[config.mk]
export PLATFORM = sky130hd
export DESIGN_NAME = alu_multicycle_flat
export DESIGN_NICKNAME = d
export VERILOG_FILES = /design/src/rtl/alu_multicycle_pkg.sv /design/src/rtl/alu_multicycle_if.sv /design/src/rtl/alu_multicycle_comb.sv /design/src/rtl/alu_multicycle.sv /design/src/flat_wrapper.sv
export SDC_FILE = /design/constraint.sdc
export NUM_CORES = 1
export LEC_CHECK = 0
export CELL_PAD_IN_SITES_DETAIL_PLACEMENT = 0
export CELL_PAD_IN_SITES_GLOBAL_PLACEMENT = 1
export CORE_ASPECT_RATIO = 0.7
export CORE_MARGIN = 4
export CORE_UTILIZATION = 41
export DETAILED_ROUTE_END_ITERATION = 12
export HOLD_SLACK_MARGIN = 0.15
export PLACE_DENSITY = 0.85
export SYNTH_ARGS = -nofsm -noshare
export SYNTH_HDL_FRONTEND = slang
export SYNTH_SLANG_ARGS = --single-unit
export TNS_END_PERCENT = 20
[constraint.sdc]
create_clock -name clk -period 7.16 [get_ports clk]
set_input_delay 2.148 -clock clk [delete_from_list [all_inputs] [get_ports clk]]
set_output_delay 2.148 -clock clk [all_outputs]
set_load 0.005 [all_outputs]
[src/rtl/alu_multicycle_pkg.sv]
// Shared definitions for the multi-cycle ALU: operation codes and FSM state encoding.
package alu_multicycle_pkg;

  typedef enum logic [3:0] {
    OP_ADD  = 4'd0,
    OP_SUB  = 4'd1,
    OP_AND  = 4'd2,
    OP_OR   = 4'd3,
    OP_XOR  = 4'd4,
    OP_SLL  = 4'd5,
    OP_SRL  = 4'd6,
    OP_SRA  = 4'd7,
    OP_MUL  = 4'd8,
    OP_BEQ  = 4'd9,
    OP_BNE  = 4'd10,
    OP_BLT  = 4'd11,
    OP_BGE  = 4'd12,
    OP_BLTU = 4'd13,
    OP_BGEU = 4'd14,
    OP_ZERO = 4'd15
  } alu_op_e;

  typedef enum logic [1:0] {
    ST_IDLE = 2'd0,
    ST_BUSY = 2'd1,
    ST_DONE = 2'd2
  } state_e;

endpackage

[src/rtl/alu_multicycle_if.sv]
// Operation/result handshake bundle between the ID/EX stage and the multi-cycle ALU.
interface alu_multicycle_if #(parameter int XLEN = 32);
  logic            in_valid;
  logic            in_ready;
  logic [3:0]      alu_op;
  logic [XLEN-1:0] alu_in_1;
  logic [XLEN-1:0] alu_in_2;
  logic            kill;
  logic            out_valid;
  logic            out_ready;
  logic [XLEN-1:0] alu_result;
  logic            alu_bcond;

  modport master (
    output in_valid, alu_op, alu_in_1, alu_in_2, kill, out_ready,
    input  in_ready, out_valid, alu_result, alu_bcond
  );

  modport slave (
    input  in_valid, alu_op, alu_in_1, alu_in_2, kill, out_ready,
    output in_ready, out_valid, alu_result, alu_bcond
  );
endinterface

[src/rtl/alu_multicycle_comb.sv]
// Single-cycle datapath: logic/arithmetic ops, branch compares and ZERO.
// Shift and multiply codes produce 0 here; the top handles them iteratively.
module alu_comb_unit
  import alu_multicycle_pkg::*;
#(
  parameter int XLEN = 32
) (
  input  alu_op_e         op,
  input  logic [XLEN-1:0] a,
  input  logic [XLEN-1:0] b,
  output logic [XLEN-1:0] result,
  output logic            bcond
);

  // Decode the operation into a result word and a branch flag.
  always_comb begin
    result = {XLEN{1'b0}};
    bcond  = 1'b0;
    case (op)
      OP_ADD:  result = a + b;
      OP_SUB:  result = a - b;
      OP_AND:  result = a & b;
      OP_OR:   result = a | b;
      OP_XOR:  result = a ^ b;
      OP_BEQ:  bcond  = (a == b);
      OP_BNE:  bcond  = (a != b);
      OP_BLT:  bcond  = ($signed(a) <  $signed(b));
      OP_BGE:  bcond  = ($signed(a) >= $signed(b));
      OP_BLTU: bcond  = (a <  b);
      OP_BGEU: bcond  = (a >= b);
      default: begin
        result = {XLEN{1'b0}};
        bcond  = 1'b0;
      end
    endcase
  end

endmodule

[src/rtl/alu_multicycle.sv]
// Handshaked ALU: single-cycle ops finish in one cycle, shifts step one bit per
// cycle and MUL runs shift-add until the multiplier is exhausted.
module alu_multicycle
  import alu_multicycle_pkg::*;
#(
  parameter int XLEN = 32
) (
  input logic              clk,
  input logic              reset,
  alu_multicycle_if.slave  bus
);

  localparam int SHW = $clog2(XLEN);

  state_e          state_r;
  alu_op_e         op_r;
  logic            in_ready_r;
  logic            out_valid_r;
  logic [XLEN-1:0] result_r;
  logic            bcond_r;
  logic [XLEN-1:0] shval_r;
  logic [SHW-1:0]  cnt_r;
  logic [XLEN-1:0] acc_r;
  logic [XLEN-1:0] mcand_r;
  logic [XLEN-1:0] mplier_r;

  alu_op_e         in_op_s;
  logic [SHW-1:0]  shamt_s;
  logic [XLEN-1:0] comb_result_s;
  logic            comb_bcond_s;
  logic [XLEN-1:0] shift_next_s;
  logic [XLEN-1:0] acc_next_s;
  logic [XLEN-1:0] mplier_next_s;

  assign in_op_s = alu_op_e'(bus.alu_op);
  assign shamt_s = bus.alu_in_2[SHW-1:0];

  assign bus.in_ready   = in_ready_r;
  assign bus.out_valid  = out_valid_r;
  assign bus.alu_result = result_r;
  assign bus.alu_bcond  = bcond_r;

  alu_comb_unit #(.XLEN(XLEN)) u_comb (
    .op     (in_op_s),
    .a      (bus.alu_in_1),
    .b      (bus.alu_in_2),
    .result (comb_result_s),
    .bcond  (comb_bcond_s)
  );

  // One-bit step of the latched shift; SRA replicates the current sign bit.
  always_comb begin
    shift_next_s = shval_r;
    case (op_r)
      OP_SLL:  shift_next_s = {shval_r[XLEN-2:0], 1'b0};
      OP_SRL:  shift_next_s = {1'b0, shval_r[XLEN-1:1]};
      OP_SRA:  shift_next_s = {shval_r[XLEN-1], shval_r[XLEN-1:1]};
      default: shift_next_s = shval_r;
    endcase
  end

  // One shift-add step of the multiplier.
  always_comb begin
    mplier_next_s = {1'b0, mplier_r[XLEN-1:1]};
    if (mplier_r[0]) begin
      acc_next_s = acc_r + mcand_r;
    end else begin
      acc_next_s = acc_r;
    end
  end

  // Control FSM with registered handshake outputs, result and iteration state.
  always_ff @(posedge clk or posedge reset) begin
    if (reset) begin
      state_r     <= ST_IDLE;
      op_r        <= OP_ADD;
      in_ready_r  <= 1'b1;
      out_valid_r <= 1'b0;
      result_r    <= {XLEN{1'b0}};
      bcond_r     <= 1'b0;
      shval_r     <= {XLEN{1'b0}};
      cnt_r       <= {SHW{1'b0}};
      acc_r       <= {XLEN{1'b0}};
      mcand_r     <= {XLEN{1'b0}};
      mplier_r    <= {XLEN{1'b0}};
    end else begin
      case (state_r)
        ST_IDLE: begin
          // kill wins over a simultaneous offer
          if (!bus.kill && bus.in_valid) begin
            op_r       <= in_op_s;
            in_ready_r <= 1'b0;
            case (in_op_s)
              OP_SLL, OP_SRL, OP_SRA: begin
                if (shamt_s == {SHW{1'b0}}) begin
                  result_r    <= bus.alu_in_1;
                  bcond_r     <= 1'b0;
                  out_valid_r <= 1'b1;
                  state_r     <= ST_DONE;
                end else begin
                  shval_r <= bus.alu_in_1;
                  cnt_r   <= shamt_s;
                  state_r <= ST_BUSY;
                end
              end
              OP_MUL: begin
                if (bus.alu_in_2 == {XLEN{1'b0}}) begin
                  result_r    <= {XLEN{1'b0}};
                  bcond_r     <= 1'b0;
                  out_valid_r <= 1'b1;
                  state_r     <= ST_DONE;
                end else begin
                  acc_r    <= {XLEN{1'b0}};
                  mcand_r  <= bus.alu_in_1;
                  mplier_r <= bus.alu_in_2;
                  state_r  <= ST_BUSY;
                end
              end
              default: begin
                result_r    <= comb_result_s;
                bcond_r     <= comb_bcond_s;
                out_valid_r <= 1'b1;
                state_r     <= ST_DONE;
              end
            endcase
          end
        end
        ST_BUSY: begin
          if (bus.kill) begin
            in_ready_r <= 1'b1;
            state_r    <= ST_IDLE;
          end else if (op_r == OP_MUL) begin
            acc_r    <= acc_next_s;
            mcand_r  <= {mcand_r[XLEN-2:0], 1'b0};
            mplier_r <= mplier_next_s;
            if (mplier_next_s == {XLEN{1'b0}}) begin
              result_r    <= acc_next_s;
              bcond_r     <= 1'b0;
              out_valid_r <= 1'b1;
              state_r     <= ST_DONE;
            end
          end else begin
            shval_r <= shift_next_s;
            cnt_r   <= cnt_r - SHW'(1);
            if (cnt_r == SHW'(1)) begin
              result_r    <= shift_next_s;
              bcond_r     <= 1'b0;
              out_valid_r <= 1'b1;
              state_r     <= ST_DONE;
            end
          end
        end
        ST_DONE: begin
          // result/bcond stay put; only the handshake flags change
          if (bus.kill || bus.out_ready) begin
            out_valid_r <= 1'b0;
            in_ready_r  <= 1'b1;
            state_r     <= ST_IDLE;
          end
        end
        default: begin
          out_valid_r <= 1'b0;
          in_ready_r  <= 1'b1;
          state_r     <= ST_IDLE;
        end
      endcase
    end
  end

endmodule

[src/flat_wrapper.sv]
// flat-port wrapper written by rule: the top's interface ports become plain ports
module alu_multicycle_flat import alu_multicycle_pkg::*;
#(
  parameter int XLEN = 32
)
  (clk, reset, bus_in_valid, bus_alu_op, bus_alu_in_1, bus_alu_in_2, bus_kill, bus_out_ready, bus_in_ready, bus_out_valid, bus_alu_result, bus_alu_bcond);
  alu_multicycle_if #(.XLEN(XLEN)) bus_i ();
  input logic clk;
  input logic reset;
  input wire logic [$bits(bus_i.in_valid)-1:0] bus_in_valid;
  input wire logic [$bits(bus_i.alu_op)-1:0] bus_alu_op;
  input wire logic [$bits(bus_i.alu_in_1)-1:0] bus_alu_in_1;
  input wire logic [$bits(bus_i.alu_in_2)-1:0] bus_alu_in_2;
  input wire logic [$bits(bus_i.kill)-1:0] bus_kill;
  input wire logic [$bits(bus_i.out_ready)-1:0] bus_out_ready;
  output wire logic [$bits(bus_i.in_ready)-1:0] bus_in_ready;
  output wire logic [$bits(bus_i.out_valid)-1:0] bus_out_valid;
  output wire logic [$bits(bus_i.alu_result)-1:0] bus_alu_result;
  output wire logic [$bits(bus_i.alu_bcond)-1:0] bus_alu_bcond;
  assign bus_i.in_valid = bus_in_valid;
  assign bus_i.alu_op = bus_alu_op;
  assign bus_i.alu_in_1 = bus_alu_in_1;
  assign bus_i.alu_in_2 = bus_alu_in_2;
  assign bus_i.kill = bus_kill;
  assign bus_i.out_ready = bus_out_ready;
  assign bus_in_ready = bus_i.in_ready;
  assign bus_out_valid = bus_i.out_valid;
  assign bus_alu_result = bus_i.alu_result;
  assign bus_alu_bcond = bus_i.alu_bcond;
  alu_multicycle #(.XLEN(XLEN)) u_core (.clk(clk), .reset(reset), .bus(bus_i));
endmodule
==> results.tsv, run 1 <==
metric	value	unit
required	7.48	ns
clock_path_buffers	2	
clock_tree.htree_level_count	4	
finalCoreUtilization	47.6	%
finalHoldViolations	0	
number_of_violations_reported_at_the_end_of_detailed_routing_iteration_0	2076	
globalRoute.busiestLayer	met2	
postRouteAntennaNets	0	
first_global_vias	15500	
gpl.final_weighted_congestion	0.978	
nature_of_the_critical_path_startpoint	primary input	
route.detailed.drc	0	
synth.yosys.num_cells	2106	
comb_power	0.00202	W
netlist.area_leader.share	27.6	%
power.share.combinational	42.9	%
worstHoldStart	u_core.bus.in_ready$_DFFE_PP1P_	
outcome	complete, no violations	
p_sw	0.00199	W
initial_antenna_violation_count	1	
worst_r2r_path_depth	12	
cell_internal_power	0.00271	W
syn_avg_cell_area	7.44	um^2
floorplan.rows	59	
hold_path.class	flip-flop to flip-flop	
worst_ir_drop_on_vdd	0.000210	V
core_region_area	37400	um^2
synth.cell_area	15700	um^2
number_of_buffers_added_for_setup_after_cts	0	
r2r_end	u_core.bus.alu_result[30]$_DFFE_PP0P_	
num_vias	16700	
stage_log_warnings	93	
grt_first_pass_wirelength	93600	um
clock_insertion_delay_worst_skew	0.46	ns
grtUsageTotal	28.8	%
num_io_pins	108	
yosys_most_used_dff	sky130_fd_sc_hd__dfrtp_1	
wl_met3	5130	um
cp_top_family	AND-OR/OR-AND gates	
number_of_buffers_added_by_the_clock_tree_synthesis_step	17	
power.share.switching	42.4	%
synth_cell_type_count	86	
cp-endpoint	u_core.bus.alu_result[25]$_DFFE_PP0P_	
grt_setup_unrepaired	no	
-- run 1: logic make-up (layout without fill, tap and decap cells) --
kind of cell | after synthesis | after routing
multiplexers | 23 | 23
buffers and inverters | 266 | 303
AND-OR/OR-AND | 771 | 771
XOR/XNOR | 34 | 34
adder cells (fa/ha/maj) | 132 | 132
flip-flops | 174 | 174
AND/OR/NAND/NOR | 706 | 706
-- run 1: final cells by class --
| class | count | area, um^2 |
|---|---|---|
| timing repair buffer | 154 | 1470 |
| inverter | 118 | 448 |
| clock buffer | 21 | 480 |
| sequential | 174 | 4360 |
| tap | 488 | 611 |
| clock inverter | 10 | 105 |
| fill | 3721 | 19600 |
| multi-input combinational | 1666 | 10300 |
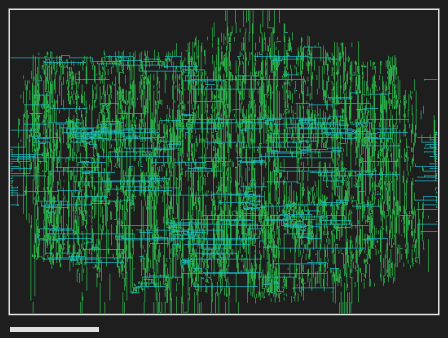
run_1/layers.png
Scale bar: 50 um. Only two layers are drawn.
cyan -> M3  # wire length 5,130 um
green -> M2  # wire length 25.9 mm

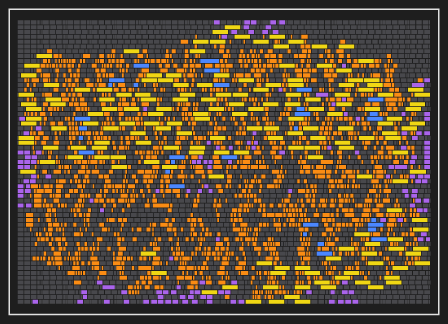
run_1/class_map.png
Fill, decap, tap and diode cells in grey.
purple -> remaining buffers and delay cells  # cells 154
yellow -> registers  # cells 174
orange -> remaining logic cells  # cells 1,784
blue -> clock drivers and dummy loads  # cells 31

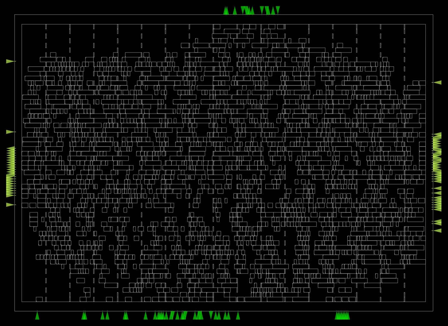
run_1/placed.png
number of inserted filler cells in the final layout: 3,721
Flops: 174
final instance count without filler cells: 2,631
n_taps: 488

==> run 1 -> run 2 <==
Settings changed: CORE_UTILIZATION 41 to 45, PLACE_DENSITY 0.85 to 0.88.
Clock period 7.16 ns to 5.9 ns, I/O delays scaled along.
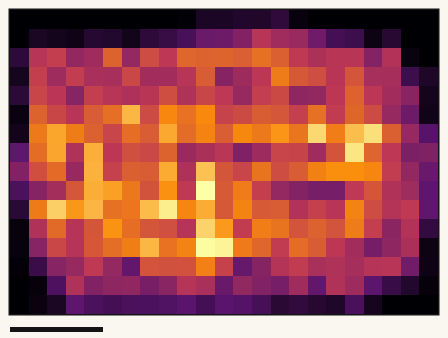
run_2/route_heat.png
Scale bar: 50 um. 23 x 16 tiles, from black (low) to pale yellow (high), scaled to the fullest tile. Values are wire area over tile area, all layers added.
fullest tile = 0.63
tiles over half the peak = 44%
mean over tiles = 0.28
nearly empty tiles = 7.9%

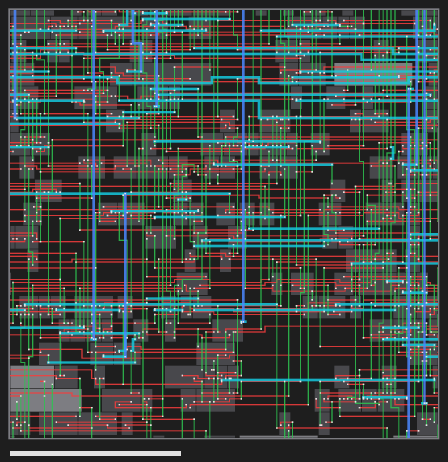
run_2/closeup.png
Scale bar: 20 um. Window x 33 to 83, y 16 to 66 um. Cells in grey, sequential cells in the stronger grey; small squares are vias.
green -> M2
red -> M1
cyan -> M3
blue -> M4
cells with their middle in the window = 155
netlist names of flops here include = `u_core.mplier_r` (2), `u_core.bus.alu_result` (1)
sequential cells in the window = 3
most frequent = nor2_1 (16), a21oi_1 (14)

==> run 2 against run 1 <==
  * Worst setup slack worse by 0.69 ns
  * First-iteration DRC count up 9.2%
  * Non-clock buffer count up 36
  * Global-route usage up 3.8 points
  * Combinational power up 23%
  * Area after synthesis unchanged
  * Total power up 23%
  * Clock skew down 0.0068 ns
  * Largest power group unchanged
  * Largest cell class unchanged
  * Critical path depth unchanged
  * Clock-buffer cell count down 3
  * Sequential power up 23%
==> results.tsv, run 2 <==
metric	value	unit
initial_antenna_violation_count	0	
p_sw	0.00253	W
n_clock_buffer	18	
clock_power_share	20.6	%
clk_share	3.24	%
postRouteAntennaNets	0	
synth_cell_type_count	86	
wl_met2	26400	um
fillCellCount	3331	
synth.cell_area	15700	um^2
n_multi_input_combinational_cell	1666	
finalHoldViolations	0	
wl_met3	5870	um
cp_top_family	AND-OR/OR-AND gates	
stage_log_warnings	91	
syn_avg_cell_area	7.44	um^2
worst_ir_drop_on_vdd	0.000195	V
layout.cells.non_filler	2644	
synth.net_count	2311	
number_of_buffers_added_for_setup_after_cts	0	
grtUsageTotal	32.6	%
area.combinational	10300	um^2
clock_path_buffers	2	
comb_area_share	57.3	%
clock_insertion_delay_worst_skew	0.47	ns
globalRoute.busiestLayer	met1	
grt_first_pass_wirelength	95500	um
n_taps	464	
numPortBuffers	107	
grt_setup_unrepaired	no	
report.final.slew_viol_count	0	
cell_internal_power	0.00325	W
finalCoreUtilization	53.2	%
dominant_cells	combinational gates	
num_io_pins	108	
power.share.combinational	42.9	%
num-nonclk-inverters	118	
floorplan.rows	56	
clock_tree.htree_level_count	4	
final-setup-viol-count	0	
buffer_area_share	9.66	%
gpl.final_weighted_congestion	1.01	
number_of_synthesized_flops_with_an_enable_pin	0	
nature_of_the_critical_path_startpoint	primary input	
comb_power	0.00248	W
number_of_violations_reported_at_the_end_of_detailed_routing_iteration_0	2267	
route.detailed.drc	0	
core_region_area	33900	um^2
final-seq-area	4360	um^2
yosys_most_used_dff	sky130_fd_sc_hd__dfrtp_1	
layout.non_clock_buffers	190	
sh_seq_area	24.1	%
outcome	complete, no violations	
netlist.area_leader.share	27.6	%
num_vias	17000	
required	6.25	ns
power.share.switching	43.8	%
flops	174	
first_global_vias	15600	
synth.yosys.num_cells	2106	
hold_path.class	flip-flop to flip-flop	
[run 2: cell counts after synthesis]
No cell type changed its count.
[run 2: path summary, 6_finish.rpt]
check,start,end,slack [ns],depth (start not counted)
worst max register to register,u_core.acc_r[0]$_DFFE_PP0P_,u_core.bus.alu_result[30]$_DFFE_PP0P_,2.11,12
worst max-delay path,bus_alu_in_1[2],u_core.bus.alu_result[30]$_DFFE_PP0P_,0.48,13
min in group asynchronous,reset,u_core.mcand_r[3]$_DFFE_PP0P_,1.53,2
worst min register to register,u_core.bus.in_ready$_DFFE_PP1P_,u_core.bus.in_ready$_DFFE_PP1P_,0.47,2
max in group asynchronous,reset,u_core.bus.alu_result[19]$_DFFE_PP0P_,3.49,3
worst min-delay path,u_core.bus.in_ready$_DFFE_PP1P_,u_core.bus.in_ready$_DFFE_PP1P_,0.47,2
Power figures rest on the tool's default switching activity, not on a simulated workload.
